[src/rtl/imm_narrow_seq_if.sv]
// Request/result bundle for the sequential immediate narrower.
// The master drives a conversion request; the slave returns the narrowed field and status.
interface imm_narrow_seq_if #(
    parameter int IN_W  = 32,
    parameter int OUT_W = 6,
    parameter int CNT_W = 8
);
    logic             start;
    logic [IN_W-1:0]  data_in;
    logic             sat_en;
    logic             busy;
    logic             done;
    logic [OUT_W-1:0] result_out;
    logic             fits;
    logic [CNT_W-1:0] ovf_count;

    modport master (
        output start, data_in, sat_en,
        input  busy, done, result_out, fits, ovf_count
    );

    modport slave (
        input  start, data_in, sat_en,
        output busy, done, result_out, fits, ovf_count
    );
endinterface

[src/rtl/imm_narrow_seq.sv]
// Bit-serial check of whether a signed word fits an OUT_W-bit immediate, with
// optional saturation and a saturating count of non-representable conversions.
module imm_narrow_seq #(
    parameter int IN_W  = 32,
    parameter int OUT_W = 6,
    parameter int CNT_W = 8
) (
    input  logic              clk,
    input  logic              reset,
    imm_narrow_seq_if.slave   bus
);
    localparam int UW = IN_W - OUT_W;
    localparam int CW = $clog2(UW + 1);
    localparam logic [CW-1:0]    LAST_CNT = CW'(UW - 1);
    localparam logic [OUT_W-1:0] MOST_NEG = {1'b1, {(OUT_W-1){1'b0}}};
    localparam logic [OUT_W-1:0] MOST_POS = {1'b0, {(OUT_W-1){1'b1}}};

    typedef enum logic {IDLE, SCAN} state_t;

    state_t           state_q;
    logic [UW-1:0]    upper_q;
    logic [OUT_W-1:0] lowField_q;
    logic             satEn_q;
    logic             refBit_q;
    logic             mismatch_q;
    logic [CW-1:0]    cnt_q;
    logic             done_q;
    logic [OUT_W-1:0] result_q;
    logic             fits_q;
    logic [CNT_W-1:0] ovfCount_q;

    logic             scanMismatch_d;
    logic             fits_d;
    logic [OUT_W-1:0] result_d;

    // Upper bits are shifted arithmetically so the MSB keeps the input's sign for saturation.
    assign scanMismatch_d = upper_q[0] ^ refBit_q;
    assign fits_d         = !(mismatch_q | scanMismatch_d);
    assign result_d       = (fits_d || !satEn_q) ? lowField_q
                          : (upper_q[UW-1] ? MOST_NEG : MOST_POS);

    always_ff @(posedge clk) begin
        if (reset) begin
            state_q    <= IDLE;
            upper_q    <= '0;
            lowField_q <= '0;
            satEn_q    <= 1'b0;
            refBit_q   <= 1'b0;
            mismatch_q <= 1'b0;
            cnt_q      <= '0;
            done_q     <= 1'b0;
            result_q   <= '0;
            fits_q     <= 1'b0;
            ovfCount_q <= '0;
        end else begin
            done_q <= 1'b0;
            case (state_q)
                IDLE: begin
                    if (bus.start) begin
                        upper_q    <= bus.data_in[IN_W-1:OUT_W];
                        lowField_q <= bus.data_in[OUT_W-1:0];
                        satEn_q    <= bus.sat_en;
                        refBit_q   <= bus.data_in[OUT_W-1];
                        mismatch_q <= 1'b0;
                        cnt_q      <= '0;
                        state_q    <= SCAN;
                    end
                end
                SCAN: begin
                    mismatch_q <= mismatch_q | scanMismatch_d;
                    upper_q    <= UW'($signed(upper_q) >>> 1);
                    cnt_q      <= cnt_q + 1'b1;
                    if (cnt_q == LAST_CNT) begin
                        state_q  <= IDLE;
                        done_q   <= 1'b1;
                        fits_q   <= fits_d;
                        result_q <= result_d;
                        if (!fits_d && ovfCount_q != '1) begin
                            ovfCount_q <= ovfCount_q + 1'b1;
                        end
                    end
                end
                default: state_q <= IDLE;
            endcase
        end
    end

    assign bus.busy       = (state_q == SCAN);
    assign bus.done       = done_q;
    assign bus.result_out = result_q;
    assign bus.fits       = fits_q;
    assign bus.ovf_count  = ovfCount_q;
endmodule

[src/flat_wrapper.sv]
// flat-port wrapper written by rule: the top's interface ports become plain ports
module imm_narrow_seq_flat 
#(
    parameter int IN_W  = 32,
    parameter int OUT_W = 6,
    parameter int CNT_W = 8
)
  (clk, reset, bus_start, bus_data_in, bus_sat_en, bus_busy, bus_done, bus_result_out, bus_fits, bus_ovf_count);
  imm_narrow_seq_if #(.IN_W(IN_W), .OUT_W(OUT_W), .CNT_W(CNT_W)) bus_i ();
  input  logic clk;
  input  logic reset;
  input wire logic [$bits(bus_i.start)-1:0] bus_start;
  input wire logic [$bits(bus_i.data_in)-1:0] bus_data_in;
  input wire logic [$bits(bus_i.sat_en)-1:0] bus_sat_en;
  output wire logic [$bits(bus_i.busy)-1:0] bus_busy;
  output wire logic [$bits(bus_i.done)-1:0] bus_done;
  output wire logic [$bits(bus_i.result_out)-1:0] bus_result_out;
  output wire logic [$bits(bus_i.fits)-1:0] bus_fits;
  output wire logic [$bits(bus_i.ovf_count)-1:0] bus_ovf_count;
  assign bus_i.start = bus_start;
  assign bus_i.data_in = bus_data_in;
  assign bus_i.sat_en = bus_sat_en;
  assign bus_busy = bus_i.busy;
  assign bus_done = bus_i.done;
  assign bus_result_out = bus_i.result_out;
  assign bus_fits = bus_i.fits;
  assign bus_ovf_count = bus_i.ovf_count;
  imm_narrow_seq #(.IN_W(IN_W), .OUT_W(OUT_W), .CNT_W(CNT_W)) u_core (.clk(clk), .reset(reset), .bus(bus_i));
endmodule
[config.mk]
export PLATFORM = sky130hd
export DESIGN_NAME = imm_narrow_seq_flat
export DESIGN_NICKNAME = d
export VERILOG_FILES = /design/src/rtl/imm_narrow_seq_if.sv /design/src/rtl/imm_narrow_seq.sv /design/src/flat_wrapper.sv
export SDC_FILE = /design/constraint.sdc
export NUM_CORES = 1
export LEC_CHECK = 0
export CAP_MARGIN = 0
export CORE_MARGIN = 2
export CORE_UTILIZATION = 45
export DETAILED_ROUTE_END_ITERATION = 16
export PLACE_DENSITY = 0.75
export SLEW_MARGIN = 10
export SYNTH_ARGS = -nofsm -noshare
export SYNTH_HDL_FRONTEND = slang
export SYNTH_SLANG_ARGS = --single-unit
export TNS_END_PERCENT = 100
[constraint.sdc]
create_clock -name clk -period 1.5 [get_ports clk]
set_input_delay 0.45 -clock clk [delete_from_list [all_inputs] [get_ports clk]]
set_output_delay 0.45 -clock clk [all_outputs]
set_load 0.01 [all_outputs]
==> job_summary.md <==
## Implementation flow summary

| Metric | Value |
|---|---|
| Maximum buffer depth of the clock tree | 2 |
| CTS resizes | 38 |
| GR Util All Layers | 18.3% |
| Most common library cell in the layout ignoring fill and taps | nor2_1 |
| Vertical die size | 78.4 um |
| Seq. pwr | between 1.5 and 2 mW |
| Comb. pwr | ~0.43 mW |
| Transition at the pin with the smallest max-transition slack | 0.394 ns |
| Hold slack final | 0.457 ns |
| Final Hold Vio Count | 0 |
| Number of cells produced by synthesis | 300 |
| Mapped Nets | approximately 340 |
| Final-report setup violation count | 6 |
| Setup slack of the critical path after layout | -0.0753 ns |
| Cell types with the highest counts after synthesis | nor2_1 (59), dfxtp_1 (56), a21oi_1 (47) |
| Most Crowded Layer GR | met2 |
| Sequential area share after synthesis | between 40 and 50% |
| Post-layout util | 62.8% |
| Number of antenna-violating nets in the routed design | 0 |
| Result of the run | finished with violations |
| Area Growth Syn to Fin | 37.1% |
| Clock skew | 0.00928 ns |
| Wire length of the first global-routing pass | ~9000 um |
| Global Route met2 Usage | 31.6% |
| Crit path from | u_core.cnt_q[1]$_SDFFE_PP0P_ |
| Detailed-route DRC error count | 0 |
| GPL Wtd Cong | 0.788 |
| Area fraction of the dominant cell type after synthesis | 45.0% |
| Routed length on met1 | 2490 um |
| Violated checks | setup timing |
| Cell internal power dissipation | 2.25 mW |
| Antenna violations before repair | 0 |
| Antenna diode count | 0 |
| Max IR drop VDD | about 0.69 mV |
| Pre-Place Util | around 46% |
| Endpoint of the worst-slack reg-to-reg timing path | u_core.bus.ovf_count[3]$_SDFFE_PP0P_ |
| Portion of total power attributed to sequential cells | 53.8% |
| Total length of routed met3 wires | between 200 and 250 um |
| Global route total overflow | 0 |
| Synth mux share | 11.4% |
| Simple-gate share of the synthesized area | 21.4% |
| Non-filler instance count after layout | 438 |
| Hold crit path type | reg -> reg |
| Die W | 78.4 um |
| Number of max-slew violations in the final report | 0 |
| Avg Synthesized Cell Area | around 8.3 sq um |
| Pre-CTS setup slack | -0.173 ns |
| Synth Warn # | 0 |
==> worst max-delay path, stage by stage (launching register included) <==
cell and delay, ns:
dfxtp_2 0.33, inv_2 0.07, ha_4 0.12, and4b_2 0.31, nand2_4 0.10, or4_4 0.49, a21oi_2 0.11
==> area by class of cell <==
| type | count | area, sq um | share of cell area, % |
|---|---|---|---|
| Timing Repair Buffer | 82 | 732 | 21.4 |
| Multi-Input combinational cell | 219 | 1350 | 39.5 |
| Inverter | 3 | 11.3 | 0.330 |
| Sequential cell | 56 | 1130 | 33.2 |
| Clock buffer | 5 | 68.8 | 2.02 |
| Tap cell | 72 | 90.1 | 2.64 |
| Clock inverter | 1 | 30.0 | 0.879 |
detail.png
Region (27, 27) to (52, 52) um. Cells in grey, sequential cells in the stronger grey; small squares are vias.
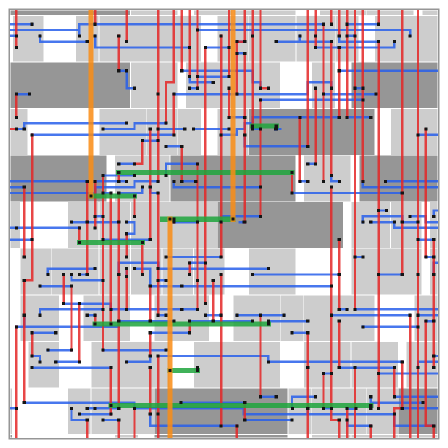
orange -> metal 4
green -> metal 3
red -> metal 2
blue -> metal 1
netlist names of flops here include = u_core.cnt_q (4)
most frequent = buf_4 (9), dfxtp_1 (6), nor2_1 (5)
sequential cells in the window = 8
cells with their middle in the window = 58

clk_routes.png
Scale: 8 px per um.
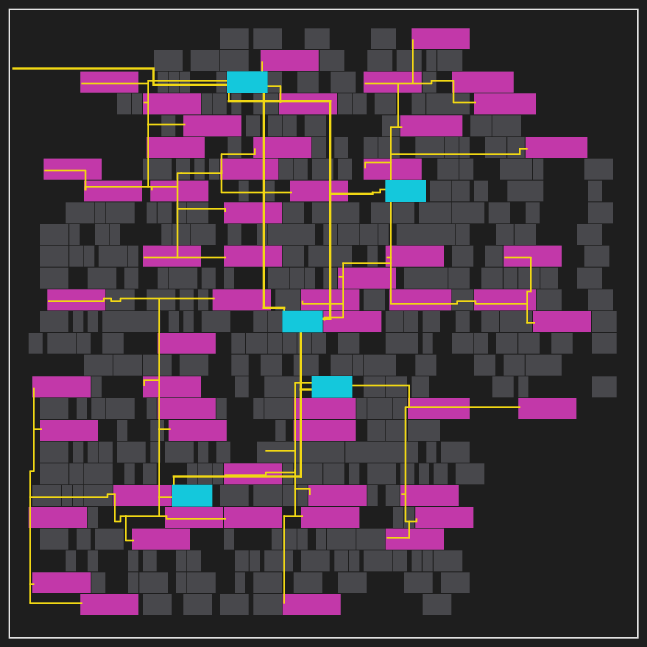
cyan -> clock drivers  # count 5
yellow -> clock wires  # length 631 um
magenta -> flip-flops  # count 56
flops lie = spread over the die

No activity file was given, so power comes from the tool's default toggle rates.
